## config.mk

```make
export PLATFORM = sky130hd
export DESIGN_NAME = sparse_idx_sampler
export DESIGN_NICKNAME = d
export VERILOG_FILES = /design/src/rtl/sparse_idx_sampler.sv
export SDC_FILE = /design/constraint.sdc
export NUM_CORES = 1
export LEC_CHECK = 0
export ABC_CLOCK_PERIOD_IN_PS = 2000
export CORE_ASPECT_RATIO = 1.2
export CORE_MARGIN = 2
export CORE_UTILIZATION = 45
export CTS_BUF_LIST = sky130_fd_sc_hd__clkbuf_8 sky130_fd_sc_hd__clkbuf_16
export CTS_CLUSTER_SIZE = 8
export DETAILED_ROUTE_END_ITERATION = 8
export PLACE_DENSITY = 0.79
export SYNTH_ARGS = -nofsm -noshare
export SYNTH_HDL_FRONTEND = slang
export SYNTH_SLANG_ARGS = --single-unit
```

## constraint.sdc

```tcl
create_clock -name clk -period 2 [get_ports clk]
set_input_delay 0.5 -clock clk [delete_from_list [all_inputs] [get_ports clk]]
set_output_delay 0.5 -clock clk [all_outputs]
set_load 0.01 [all_outputs]
```

## src/rtl/sparse_idx_sampler.sv

```systemverilog
// Fills the sparse-polynomial RAM h with H_DAT_DEP distinct indices < r, drawn from a random-word stream.
// Optional macro SAMPLER_REJCNT_EN adds rej_cnt, a saturating count of rejected draws.
module sparse_idx_sampler #(
    parameter int r         = 11027,
    parameter int H_ADDR_W  = 7,
    parameter int H_DAT_W   = 14,
    parameter int H_DAT_DEP = 67,
    parameter int R_W       = 16
) (
    input  logic                clk,
    input  logic                rst,
    input  logic                start,
    output logic                done,
    input  logic                rand_valid,
    output logic                rand_ready,
    input  logic [R_W-1:0]      rand_data,
`ifdef SAMPLER_REJCNT_EN
    output logic [15:0]         rej_cnt,
`endif
    output logic [H_ADDR_W-1:0] h_addra,
    output logic                h_wea,
    output logic [H_DAT_W-1:0]  h_douta,
    output logic [H_ADDR_W-1:0] h_addrb,
    input  logic [H_DAT_W-1:0]  h_dinb
);

    typedef enum logic [2:0] {IDLE, DRAW, SCAN, WRITE, FIN} state_t;

    localparam logic [H_DAT_W-1:0]  R_LIM  = H_DAT_W'(r);
    localparam logic [H_ADDR_W-1:0] LAST_K = H_ADDR_W'(H_DAT_DEP - 1);

    state_t               state;
    logic [H_ADDR_W-1:0]  k;
    logic [H_ADDR_W-1:0]  j;
    logic [H_DAT_W-1:0]   cand;
    logic [H_DAT_W-1:0]   draw;
    logic                 hs;
    logic                 scan_hit;

    // A word transfers only when rand_valid and rand_ready coincide on a rising clk edge.
    assign hs       = rand_valid & rand_ready;
    assign draw     = rand_data[H_DAT_W-1:0];
    // h_dinb holds the entry addressed one cycle earlier, so the first SCAN cycle compares nothing.
    assign scan_hit = (j != '0) && (h_dinb == cand);

    generate
        if (R_W > H_DAT_W) begin : g_unused_upper
            logic unused_upper;
            assign unused_upper = ^rand_data[R_W-1:H_DAT_W];
        end
    endgenerate

    always_ff @(posedge clk or posedge rst) begin
        if (rst) begin
            state      <= IDLE;
            k          <= '0;
            j          <= '0;
            cand       <= '0;
            done       <= 1'b0;
            rand_ready <= 1'b0;
            h_addra    <= '0;
            h_wea      <= 1'b0;
            h_douta    <= '0;
            h_addrb    <= '0;
        end else begin
            case (state)
                IDLE: begin
                    if (start) begin
                        k          <= '0;
                        state      <= DRAW;
                        rand_ready <= 1'b1;
                    end
                end
                DRAW: begin
                    if (hs) begin
                        cand <= draw;
                        if (draw < R_LIM) begin
                            rand_ready <= 1'b0;
                            if (k == '0) begin
                                state   <= WRITE;
                                h_wea   <= 1'b1;
                                h_addra <= k;
                                h_douta <= draw;
                            end else begin
                                state   <= SCAN;
                                j       <= '0;
                                h_addrb <= '0;
                            end
                        end
                    end
                end
                SCAN: begin
                    if (scan_hit) begin
                        state      <= DRAW;
                        rand_ready <= 1'b1;
                        h_addrb    <= '0;
                    end else if (j == k) begin
                        state   <= WRITE;
                        h_wea   <= 1'b1;
                        h_addra <= k;
                        h_douta <= cand;
                        h_addrb <= '0;
                    end else begin
                        j       <= j + 1'b1;
                        h_addrb <= (j + 1'b1 < k) ? j + 1'b1 : '0;
                    end
                end
                WRITE: begin
                    h_wea   <= 1'b0;
                    h_douta <= '0;
                    k       <= k + 1'b1;
                    if (k == LAST_K) begin
                        state <= FIN;
                        done  <= 1'b1;
                    end else begin
                        state      <= DRAW;
                        rand_ready <= 1'b1;
                    end
                end
                FIN: begin
                    done  <= 1'b0;
                    state <= IDLE;
                end
                default: state <= IDLE;
            endcase
        end
    end

`ifdef SAMPLER_REJCNT_EN
    logic reject;
    assign reject = (state == DRAW && hs && draw >= R_LIM) || (state == SCAN && scan_hit);

    always_ff @(posedge clk or posedge rst) begin
        if (rst) begin
            rej_cnt <= '0;
        end else if (state == IDLE && start) begin
            rej_cnt <= '0;
        end else if (reject && rej_cnt != 16'hFFFF) begin
            rej_cnt <= rej_cnt + 16'd1;
        end
    end
`endif

endmodule

```

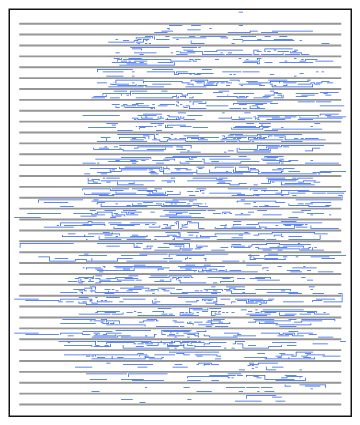
Figure 1: run 1, met1 routing.
Drawn at 4 px/um. Supply wires on this layer in grey.
share of all routed wire: 40%
main direction: horizontal
Total Wirelength: 10,300 um
M1 GR Usage: 27.9%

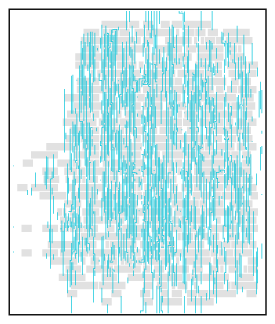
Figure 2: run 1, M2 wires.
Drawn at 3 px/um. Cells faint in the background.
wire length on this layer: 5,510 um
longest straight run: 42.5 um
met2 Track Usage GR: 42.2%
DR vias: 3,208

==> results_dict.tcl, run 1 <==
# place-and-route summary
set metrics [dict create \
    seq_area_frac_synth_pct 43.7 \
    areaGrowthSynthToFinish_pct 51.3 \
    fmax_mhz 470 \
    p_int_mw 4.39 \
    total_power_mw 7.18 \
    fin_ws_ns -0.127 \
    dp_hpwl_um 6600 \
    drc 0 \
    failed_checks "setup timing" \
    fp_nets 392 \
    grt_start_max_net_pins 63 \
    grt.overflow.total 0 \
    power.density_nw_per_um2 1330 \
    report.final.setup_viol 26 \
    reg2reg_depth 9 \
    syn-instance-count 346 \
    pwr-share-clk_pct 13.4 \
    r2r_end "h_addrb[3]$_DFFE_PP0P_" \
    root_buffer "clkbuf_8" \
    hold_viol_final 0 \
    place.gp.congestion 0.894 \
    warning_count 34 \
    crit_path_start "j[1]$_DFFE_PP0P_" \
    layout.nets 533 \
    fillers 529 \
    top_cell_area_share_pct 43.7 \
    reg2reg_slack_ns -0.13 \
    hold_path_class "primary input to flop" \
    yosysUniqueCellTypes 50 \
    tightest_slew_ns 0.372 \
    hold_buffers 0 \
    worstSetupStartpointType "flop" \
    status "finished with violations" \
    rows 35 \
    critPathMaxFanout 7 \
    syn_area_per_cell_um2 10.3 \
    tritoncts "built" \
    antenna_cells 0 \
    ys_cells 346 \
    clk_pin_slew_ns 0.07 \
    ir_drop_mv 0.879 \
    drive_above_1_share_pct 34.1 \
    slew_headroom_pct 74.9 \
    slew_viol_final 0 \
    clkSinkCount 62 \
    first_pass_iters 5 \
    grt_pass1_wl_um 16000 \
    die_x_um 85.1 \
]
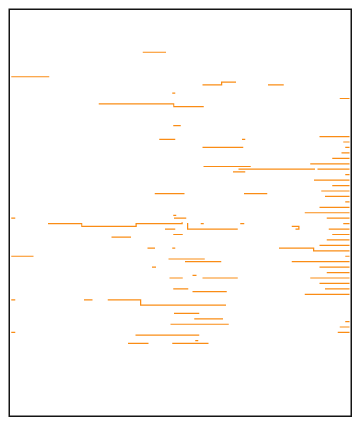
Figure 3: run 1, M3 wires.
Drawn at 4 px/um.
nets with wire on the layer: 66
longest straight run: 21.2 um
main direction: horizontal
wire length on this layer: 512 um
share of all routed wire: 5.0%
met3 Use GR: 5.46%

-- run 1: flip-flops by register name, summed over array words and instances (netlist names) --
signal,flops
cand,14
done,1
rand_ready,1
h_wea,1
h_addra,7
k,7
state,3
h_addrb,7
j,7
h_douta,14
-- run 1: how the worst min path moves through the flow --
stage / startpoint / end / slack, ns / depth (start not counted)
2_1_floorplan: cand[0]$_DFFE_PP0P_ / cand[0]$_DFFE_PP0P_ / 0.52 / 1
3_3_place_gp: h_wea$_DFFE_PP0P_ / h_wea$_DFFE_PP0P_ / 0.48 / 1
3_5_place_dp: h_wea$_DFFE_PP0P_ / h_wea$_DFFE_PP0P_ / 0.48 / 1
4_1_cts: rand_data[2] / cand[2]$_DFFE_PP0P_ / 0.44 / 2
5_1_grt: rand_data[0] / cand[0]$_DFFE_PP0P_ / 0.44 / 2
6_report: rand_data[0] / cand[0]$_DFFE_PP0P_ / 0.43 / 2
-- run 1: power groups by stage --
stage	Sequential (mW)	Combinational (mW)	Clock, mW
floorplan	2.09	1.99	0
global route	2.09	4.46	1.02
CTS	2.02	3.84	0.971
global placement	2.00	3.47	0
finish	2.04	4.17	0.963
detailed placement	2.01	3.55	0
-- run 1: stage by stage --
step	util (%)	hold WS, ns
3_5_place_dp	62.8	0.479
6_report	70.2	0.430
5_1_grt	70.2	0.435
4_1_cts	67.9	0.436
3_3_place_gp	62.8	0.481
2_1_floorplan	-	0.515
-- run 1: worst max-delay path, cell delays in order (launching register included) --
cell and delay (ns):
dfrtp_1 0.40, inv_1 0.07, buf_4 0.14, nor3_2 0.20
xor2_1 0.28, ha_2 0.24, or3_1 0.10, o211ai_1 0.12
a21oi_4 0.27, o21ai_0 0.15
-- run 1: layout by cell type (no fill, tap or decap), types with 4 or more instances in the layout --
cell             instances
buf_4                   71
dfrtp_1                 61
clkdlybuf4s50_1         38
inv_1                   31
nand3_1                 20
nor2_1                  19
mux2i_1                 19
xor2_1                  18
a21oi_1                 16
dlygate4sd2_1           15
nor3b_1                 14
mux2_2                  14
mux2_4                  12
nand2_1                 11
o21ai_0                 10
clkbuf_8                10
ha_1                     9
buf_6                    9
xor2_2                   5
nand2b_1                 4
o21ai_1                  4
buf_12                   4
-- run 1: cell type report --
cell class / instances / area, um^2 / area share, %
multi-input cells: 238 / 2120 / 39.4
flip-flops and latches: 62 / 1550 / 28.9
repair buffers: 146 / 1310 / 24.3
clock buffers: 10 / 138 / 2.56
inverters: 30 / 116 / 2.16
well taps: 92 / 115 / 2.14
clock inverters: 6 / 30.0 / 0.558
-- run 1: cell families after synthesis --
| group | after synthesis | share of synthesized area, % |
|---|---|---|
| fa+ha+maj | 12 | 4.23 |
| buf+inv | 46 | 5.74 |
| flops | 62 | 43.7 |
| mux | 45 | 13.6 |
| simple gates | 98 | 14.8 |
| xor+xnor | 26 | 6.41 |
| compound gates | 57 | 11.5 |
-- run 1: layer usage --
metal	vias to the layer above	wire (um)	global-route usage, %
li1	1492	-	-
met5	-	0	0
met3	25	511	5.46
met1	1583	4090	27.9
met2	108	5510	42.2
met4	0	199	7.57
==> inputs of run 2 (changes only) <==
SLEW_MARGIN = 5   (was unset)
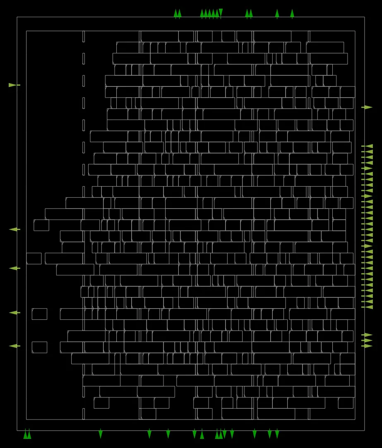
Figure 4: run 2, placed standard cells.
Final Util: 70.2%
core outline area: 7660 um^2

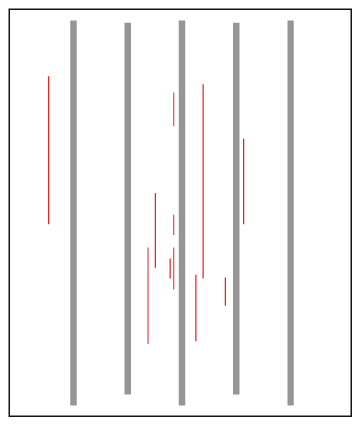
Figure 5: run 2, metal 4.
Drawn at 4 px/um. Supply wires on this layer in grey.
wire length on this layer: 199 um
nets with wire on the layer: 10
longest straight run: 48.3 um

==> run 2 against run 1 <==
  * The run still ends with setup timing left
  * Critical path depth is the same
  * Worst setup slack did not move
  * Synthesized cell count unchanged
  * First-iteration DRC count unchanged
  * Highest routed layer unchanged
==> results_dict.tcl, run 2 <==
# place-and-route summary
set metrics [dict create \
    fin_ws_ns -0.127 \
    syn-instance-count 346 \
    rows 35 \
    reg2reg_depth 9 \
    failed_checks "setup timing" \
    hold_end "cand[0]$_DFFE_PP0P_" \
    total_power_mw 7.18 \
    dp_hpwl_um 6600 \
    ir_drop_mv 0.879 \
    top_cell_area_share_pct 43.7 \
    hold_buffers 0 \
    seq_area_frac_synth_pct 43.7 \
    cp_cell_sequence "inv_1 -> buf_4 -> nor3_2 -> xor2_1 -> ha_2 -> or3_1 -> o211ai_1 -> a21oi_4 -> o21ai_0" \
    antenna_cells 0 \
    drc 0 \
    min_path_cells 2 \
    grt.overflow.total 0 \
    reg2reg_slack_ns -0.13 \
    syn_area_per_cell_um2 10.3 \
    grt_start_max_net_pins 63 \
    areaGrowthSynthToFinish_pct 51.3 \
    status "finished with violations" \
    slew_viol_final 0 \
    hold_viol_final 0 \
    lay_top_cells "buf_4 (71), dfrtp_1 (61), clkdlybuf4s50_1 (38), inv_1 (31), nand3_1 (20)" \
    lay_top_count "buf_4" \
    tightest_slew_ns 0.372 \
    power.density_nw_per_um2 1330 \
    timing.hold.ws_ns 0.430 \
    reg_top3 "cand (14), h_douta (14)" \
    hold_path_class "primary input to flop" \
    layout.nets 533 \
    critPathMaxFanout 7 \
    fmax_mhz 470 \
    wirelength_um 10300 \
    r2r_end "h_addrb[3]$_DFFE_PP0P_" \
    worstSetupStartpointType "flop" \
    cp_slowest_cell "dfrtp_1" \
    min-delay-start "rand_data[0]" \
    clkSinkCount 62 \
    place.gp.congestion 0.894 \
    slew_headroom_pct 74.9 \
    die_x_um 85.1 \
    num_vias 3208 \
    drive_above_1_share_pct 34.1 \
    tritoncts "built" \
    yosysUniqueCellTypes 50 \
    report.final.setup_viol 26 \
    warning_count 34 \
    ys_cells 346 \
]
-- run 2: report_power, final --
part | internal, mW | switching, mW | leakage [nW] | total, mW
combinational | 2.23 | 1.94 | 1.60 | 4.17
sequential | 1.70 | 0.345 | 0.784 | 2.04
clock | 0.467 | 0.496 | 0.0944 | 0.963
-- run 2: worst max-delay path by stage --
stage / start / end / slack (ns) / cells past startpoint
after floorplan: rand_data[0] / h_addra[0]$_DFFE_PP0P_ / -0.07 / 6
after global placement: h_dinb[2] / j[4]$_DFFE_PP0P_ / -0.88 / 8
after detailed placement: h_dinb[2] / j[0]$_DFFE_PP0P_ / -0.91 / 8
after CTS: j[1]$_DFFE_PP0P_ / h_addrb[1]$_DFFE_PP0P_ / -0.13 / 10
after global routing: j[1]$_DFFE_PP0P_ / h_addrb[3]$_DFFE_PP0P_ / -0.27 / 9
final: j[1]$_DFFE_PP0P_ / h_addrb[3]$_DFFE_PP0P_ / -0.13 / 9
-- run 2: cell families (layout without fill, tap and decap cells) --
family                     after synthesis  in the layout  share of synthesized area [%]
xor gates and xnor gates                26             26                           6.41
buffers and inverters                   46            192                           5.74
adders and majority gates               12             12                           4.23
DFF                                     62             62                           43.7
AOI/OAI and AO/OA                       57             57                           11.5
and+or+nand+nor                         98             98                           14.8
muxes                                   45             45                           13.6
-- run 2: layout make-up --
cell class	instances	area, um^2
sequential	62	1550
tap	92	115
fill	529	2290
clock inverter	6	30.0
inverter	30	116
timing repair buffer	146	1310
multi-input combinational	238	2120
clock buffer	10	138
-- run 2: what timing repair did --
item                       in CTS  in global routing
gates resized                  64                 30
setup endpoints to repair      39                 38
buffers inserted                8                  8
pin swaps                      23                 18
-- run 2: critical path: cells and delay by family, from the launching register on --
kind / cells / cell delay, ns
simple gates: 2 / 0.30
buf+inv: 2 / 0.21
compound gates: 3 / 0.54
xor+xnor: 1 / 0.28
flops: 1 / 0.40
fa+ha+maj: 1 / 0.24
-- run 2: per-layer routing --
metal	track usage, %	share of wire, %	up-vias
li1	-	-	1492
met1	27.9	40	1583
met2	42.2	53	108
met3	5.46	5.0	25
met4	7.57	1.9	0
met5	0	0	-
No activity file was given, so power comes from the tool's default toggle rates.
